==> images/floorplan.png <==
Bar = 50 um. Pins as bars on the die edge. Tap cells in grey.
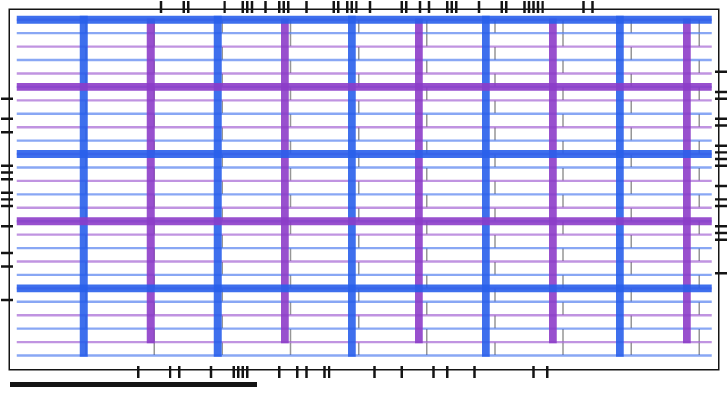
==> images/class_map.png <==
Bar = 50 um.
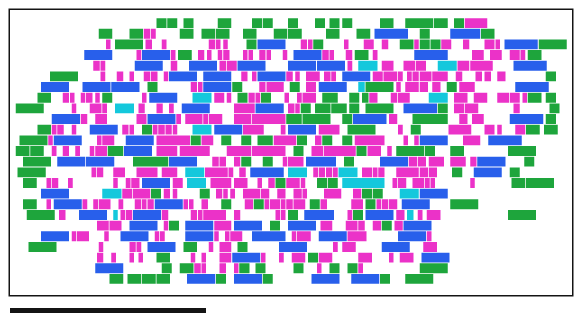
==> images/clock_wires.png <==
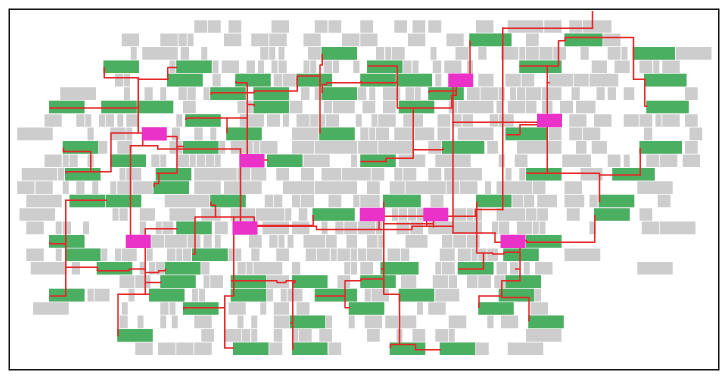
==> images/layers.png <==
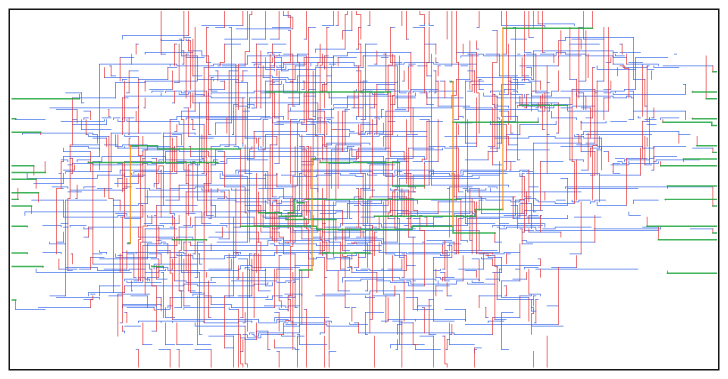
==> images/congestion_map.png <==
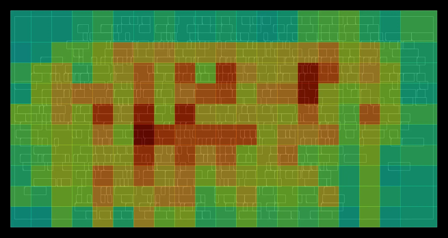
`config.mk`:
```
export PLATFORM = sky130hd
export DESIGN_NAME = decision_unit
export DESIGN_NICKNAME = d
export VERILOG_FILES = /design/src/rtl/decision_unit.sv
export SDC_FILE = /design/constraint.sdc
export NUM_CORES = 1
export LEC_CHECK = 0
export CORE_ASPECT_RATIO = 0.5
export CORE_UTILIZATION = 35
export CTS_BUF_LIST = sky130_fd_sc_hd__clkbuf_8
export CTS_CLUSTER_SIZE = 28
export DETAILED_ROUTE_END_ITERATION = 8
export PLACE_DENSITY = 0.6
export SYNTH_ARGS = -nofsm -noshare
export SYNTH_HDL_FRONTEND = slang
export SYNTH_SLANG_ARGS = --single-unit
export TNS_END_PERCENT = 1
```
`constraint.sdc`:
```
create_clock -name clk -period 2.1 [get_ports clk]
set_clock_uncertainty 0.15 [all_clocks]
set_input_delay 0.42 -clock clk [delete_from_list [all_inputs] [get_ports clk]]
set_output_delay 0.42 -clock clk [all_outputs]
set_load 0.1 [all_outputs]
```
`src/rtl/decision_unit.sv`:
```
// Decision stage: scans a snapshot of the current bin for the lowest-index free
// variable, assigns it the default polarity and opens a new decision level.
module decision_unit #(
  parameter int NUM_VARS         = 8,
  parameter int WIDTH_LVL        = 10,
  parameter bit DEFAULT_POLARITY = 1'b0
) (
  input  logic                  clk,
  input  logic                  rst,
  input  logic                  start_decide_i,
  input  logic [NUM_VARS*3-1:0] var_value_i,
  output logic [NUM_VARS*3-1:0] var_value_o,
  output logic                  valid_from_decision_o,
  output logic [WIDTH_LVL-1:0]  cur_level_o,
  output logic [7:0]            decided_idx_o,
  output logic                  all_assigned_o,
  output logic                  lvl_overflow_o,
  input  logic                  apply_bkt_i,
  input  logic [WIDTH_LVL-1:0]  bkt_lvl_i,
  output logic                  busy_o
);

  typedef enum logic [1:0] {IDLE, SCAN, DECIDE, DONE} state_t;

  localparam logic [2:0]           DEC_CODE = DEFAULT_POLARITY ? 3'b010 : 3'b001;
  localparam logic [WIDTH_LVL-1:0] MAX_LVL  = '1;
  localparam logic [7:0]           LAST_IDX = 8'(NUM_VARS - 1);

  state_t                state_q, state_n;
  logic [7:0]            idx_q, idx_n;
  logic [NUM_VARS*3-1:0] snap_q, snap_n;
  logic [NUM_VARS*3-1:0] vars_q, vars_n;
  logic [WIDTH_LVL-1:0]  level_q, level_n;
  logic [7:0]            didx_q, didx_n;
  logic                  valid_q, valid_n;
  logic                  all_q, all_n;
  logic                  ovf_q, ovf_n;
  logic                  cur_free;

  always_ff @(posedge clk) begin
    if (rst) begin
      state_q <= IDLE;
      idx_q   <= '0;
      snap_q  <= '0;
      vars_q  <= '0;
      level_q <= '0;
      didx_q  <= '0;
      valid_q <= 1'b0;
      all_q   <= 1'b0;
      ovf_q   <= 1'b0;
    end else begin
      state_q <= state_n;
      idx_q   <= idx_n;
      snap_q  <= snap_n;
      vars_q  <= vars_n;
      level_q <= level_n;
      didx_q  <= didx_n;
      valid_q <= valid_n;
      all_q   <= all_n;
      ovf_q   <= ovf_n;
    end
  end

  // Outputs for DECIDE/DONE are computed in the last SCAN cycle and registered,
  // so they become visible in the very cycle the FSM sits in DECIDE or DONE.
  always_comb begin
    state_n  = state_q;
    idx_n    = idx_q;
    snap_n   = snap_q;
    vars_n   = vars_q;
    level_n  = level_q;
    didx_n   = didx_q;
    valid_n  = 1'b0;
    all_n    = 1'b0;
    ovf_n    = ovf_q;
    cur_free = (snap_q[int'(idx_q)*3 +: 2] == 2'b00);

    if (apply_bkt_i) begin
      state_n = IDLE;
      idx_n   = '0;
      level_n = bkt_lvl_i;
      ovf_n   = 1'b0;
    end else begin
      case (state_q)
        IDLE: begin
          if (start_decide_i) begin
            snap_n  = var_value_i;
            idx_n   = '0;
            state_n = SCAN;
          end
        end
        SCAN: begin
          if (cur_free) begin
            state_n = DECIDE;
            if (level_q == MAX_LVL) begin
              ovf_n = 1'b1;
            end else begin
              valid_n                       = 1'b1;
              level_n                       = level_q + 1'b1;
              didx_n                        = idx_q;
              vars_n                        = snap_q;
              vars_n[int'(idx_q)*3 +: 3]    = DEC_CODE;
            end
          end else if (idx_q == LAST_IDX) begin
            state_n = DONE;
            all_n   = 1'b1;
            vars_n  = snap_q;
          end else begin
            idx_n = idx_q + 8'd1;
          end
        end
        DECIDE:  state_n = IDLE;
        DONE:    state_n = IDLE;
        default: state_n = IDLE;
      endcase
    end
  end

  assign var_value_o           = vars_q;
  assign valid_from_decision_o = valid_q;
  assign cur_level_o           = level_q;
  assign decided_idx_o         = didx_q;
  assign all_assigned_o        = all_q;
  assign lvl_overflow_o        = ovf_q;
  assign busy_o                = (state_q != IDLE);

endmodule
```
==> results.yml <==
# implementation run metrics
critical_path:
  ff2ff_setup_slack_ns: -0.12
  crit_chain: "buf_6 -> nor4b_4 -> nor3_4 -> a22o_4 -> mux2i_4 -> buf_6 -> buf_12 -> a211o_1 -> a21oi_2"
  critPathMaxStageDelay_ns: 0.38
  critical_path_class: "register to register"
  crit_slowest_cell: "dfxtp_4"
  crit_cells: 9
clocking:
  cts_max_level: 3
  path_clk_slew_ns: 0.08
  cts.sinks: 79
power_and_ir_drop:
  p_leak_nw: 2.10
  maxPowerGroup: "registers"
logic_synthesis:
  syn_area_sq_um: 3500
  top_cells_by_area: "dfxtp_1 45%, nand2_1 7.9%, a21oi_1 6.6%"
  most_common_cell: "dfxtp_1"
  yosys_warnings: 0
  yosysTopAreaCellShare: 0.452
drt:
  wl_met2_mm: 4.49
  routed.top_layer: "met4"
  wl_per_cell_um: 14.7
  routed-wl-met3_um: 465
global_route:
  track_usage: 0.186
  antenna_found_initial: 0
floorplanning:
  dieWidth_um: 143
  fp_util: 0.365
  core-area_sq_um: 9570
timing:
  relSlewSlack: 0.724
  setup_ws_ns: -0.123
  finalSetupViolCount: 23
  rsz0062_at_grt: "true"
  fin_crit_sh: 1.06
cells_and_area:
  buffers: 141
  mi_logic_area_sq_um: 2000
  fin_nets: 587
  num-fill-cells: 882
placement:
  dp_hpwl_mm: 6.38
status:
  violations: "setup timing"
  status: "complete, but fails checks"
Notes on floorplan.png above:
Key: VDD = purple; VSS = blue
26 met1 rails follow the rows. The core has 25 rows. 5 straps on met5. 135 tap cells. 10 straps on met4.

Notes on class_map.png above:
Key: clock drivers and dummy loads = cyan [cells 16]; sequential cells = blue [cells 79]; remaining buffers and delay cells = green [cells 141]; remaining logic cells = magenta [cells 315]

Notes on clock_wires.png above:
Key: clock-net drivers = magenta [count 9]; flip-flops = green [count 79]; clock wires = red [length 1020 um]
Position of the flops: spread over the die. There are 10 routed clock nets.

Notes on layers.png above:
Key: M2 = red [wire length 4490 um]; M3 = green [wire length 465 um]; M4 = orange [wire length 108 um]; M1 = blue [wire length 5000 um]

Notes on congestion_map.png above:
post-layout util: 0.578
grt met1 use: 0.249
met3 GRT Util: 0.0440
GR Util met2: 0.300

flip-flops by register name, summed over array words and instances, names as in the netlist:
name                   flops
all_assigned_o             1
cur_level_o               10
state_q                    2
decided_idx_o              8
idx_q                      8
lvl_overflow_o             1
valid_from_decision_o      1
snap_q                    24
var_value_o               24
cells in the final DEF, fill, tap and decap left out, types with 3 or more instances in the layout:
cell type,instances
xnor2_1,9
a21oi_2,4
dfxtp_1,65
dfxtp_2,3
and2_1,4
mux2i_1,12
mux2_4,4
buf_6,6
nand2_1,73
a211oi_1,10
a21oi_1,42
nor2b_1,3
ha_1,3
nor3_4,7
nor4b_4,3
buf_4,75
dfxtp_4,11
inv_1,16
nor3_2,6
a211o_1,8
nand4_1,3
buf_12,21
clkdlybuf4s50_1,36
nand3_1,14
o21bai_1,4
nor2_1,36
nor3_1,12
clkbuf_8,12
timing repair:
action / in CTS / in global routing
gates resized: 16 / 44
cloned: 0 / 6
pin swaps: 2 / 24
hold endpoints to repair: 0 / 0
endpoints found under the setup margin: 46 / 43
setup buffers: 0 / 10
hold buffers: 0 / 0
through the flow:
stage | cells | power [mW] | area, sq um | TNS, ns | worst slack (ns)
floorplan | 416 | 1.95 | 3550 | -1.22 | -0.0601
global placement | 654 | 2.15 | 4880 | -4.47 | -0.182
detailed placement | 654 | 2.15 | 4880 | -7.53 | -0.261
CTS | 670 | 3.34 | 5160 | -0.00895 | -0.00895
global route | 686 | 3.51 | 5530 | -3.06 | -0.167
finish | 686 | 3.38 | 5530 | -1.48 | -0.123
cells by family (layout without fill, tap and decap cells):
logic type / after synthesis / count (layout)
and+or+nand+nor: 188 / 188
AOI/OAI and AO/OA: 83 / 83
DFF: 79 / 79
buffers and inverters: 40 / 172
muxes: 14 / 17
xor gates and xnor gates: 9 / 9
adders and majority gates: 3 / 3
No activity file was given, so power comes from the tool's default toggle rates.
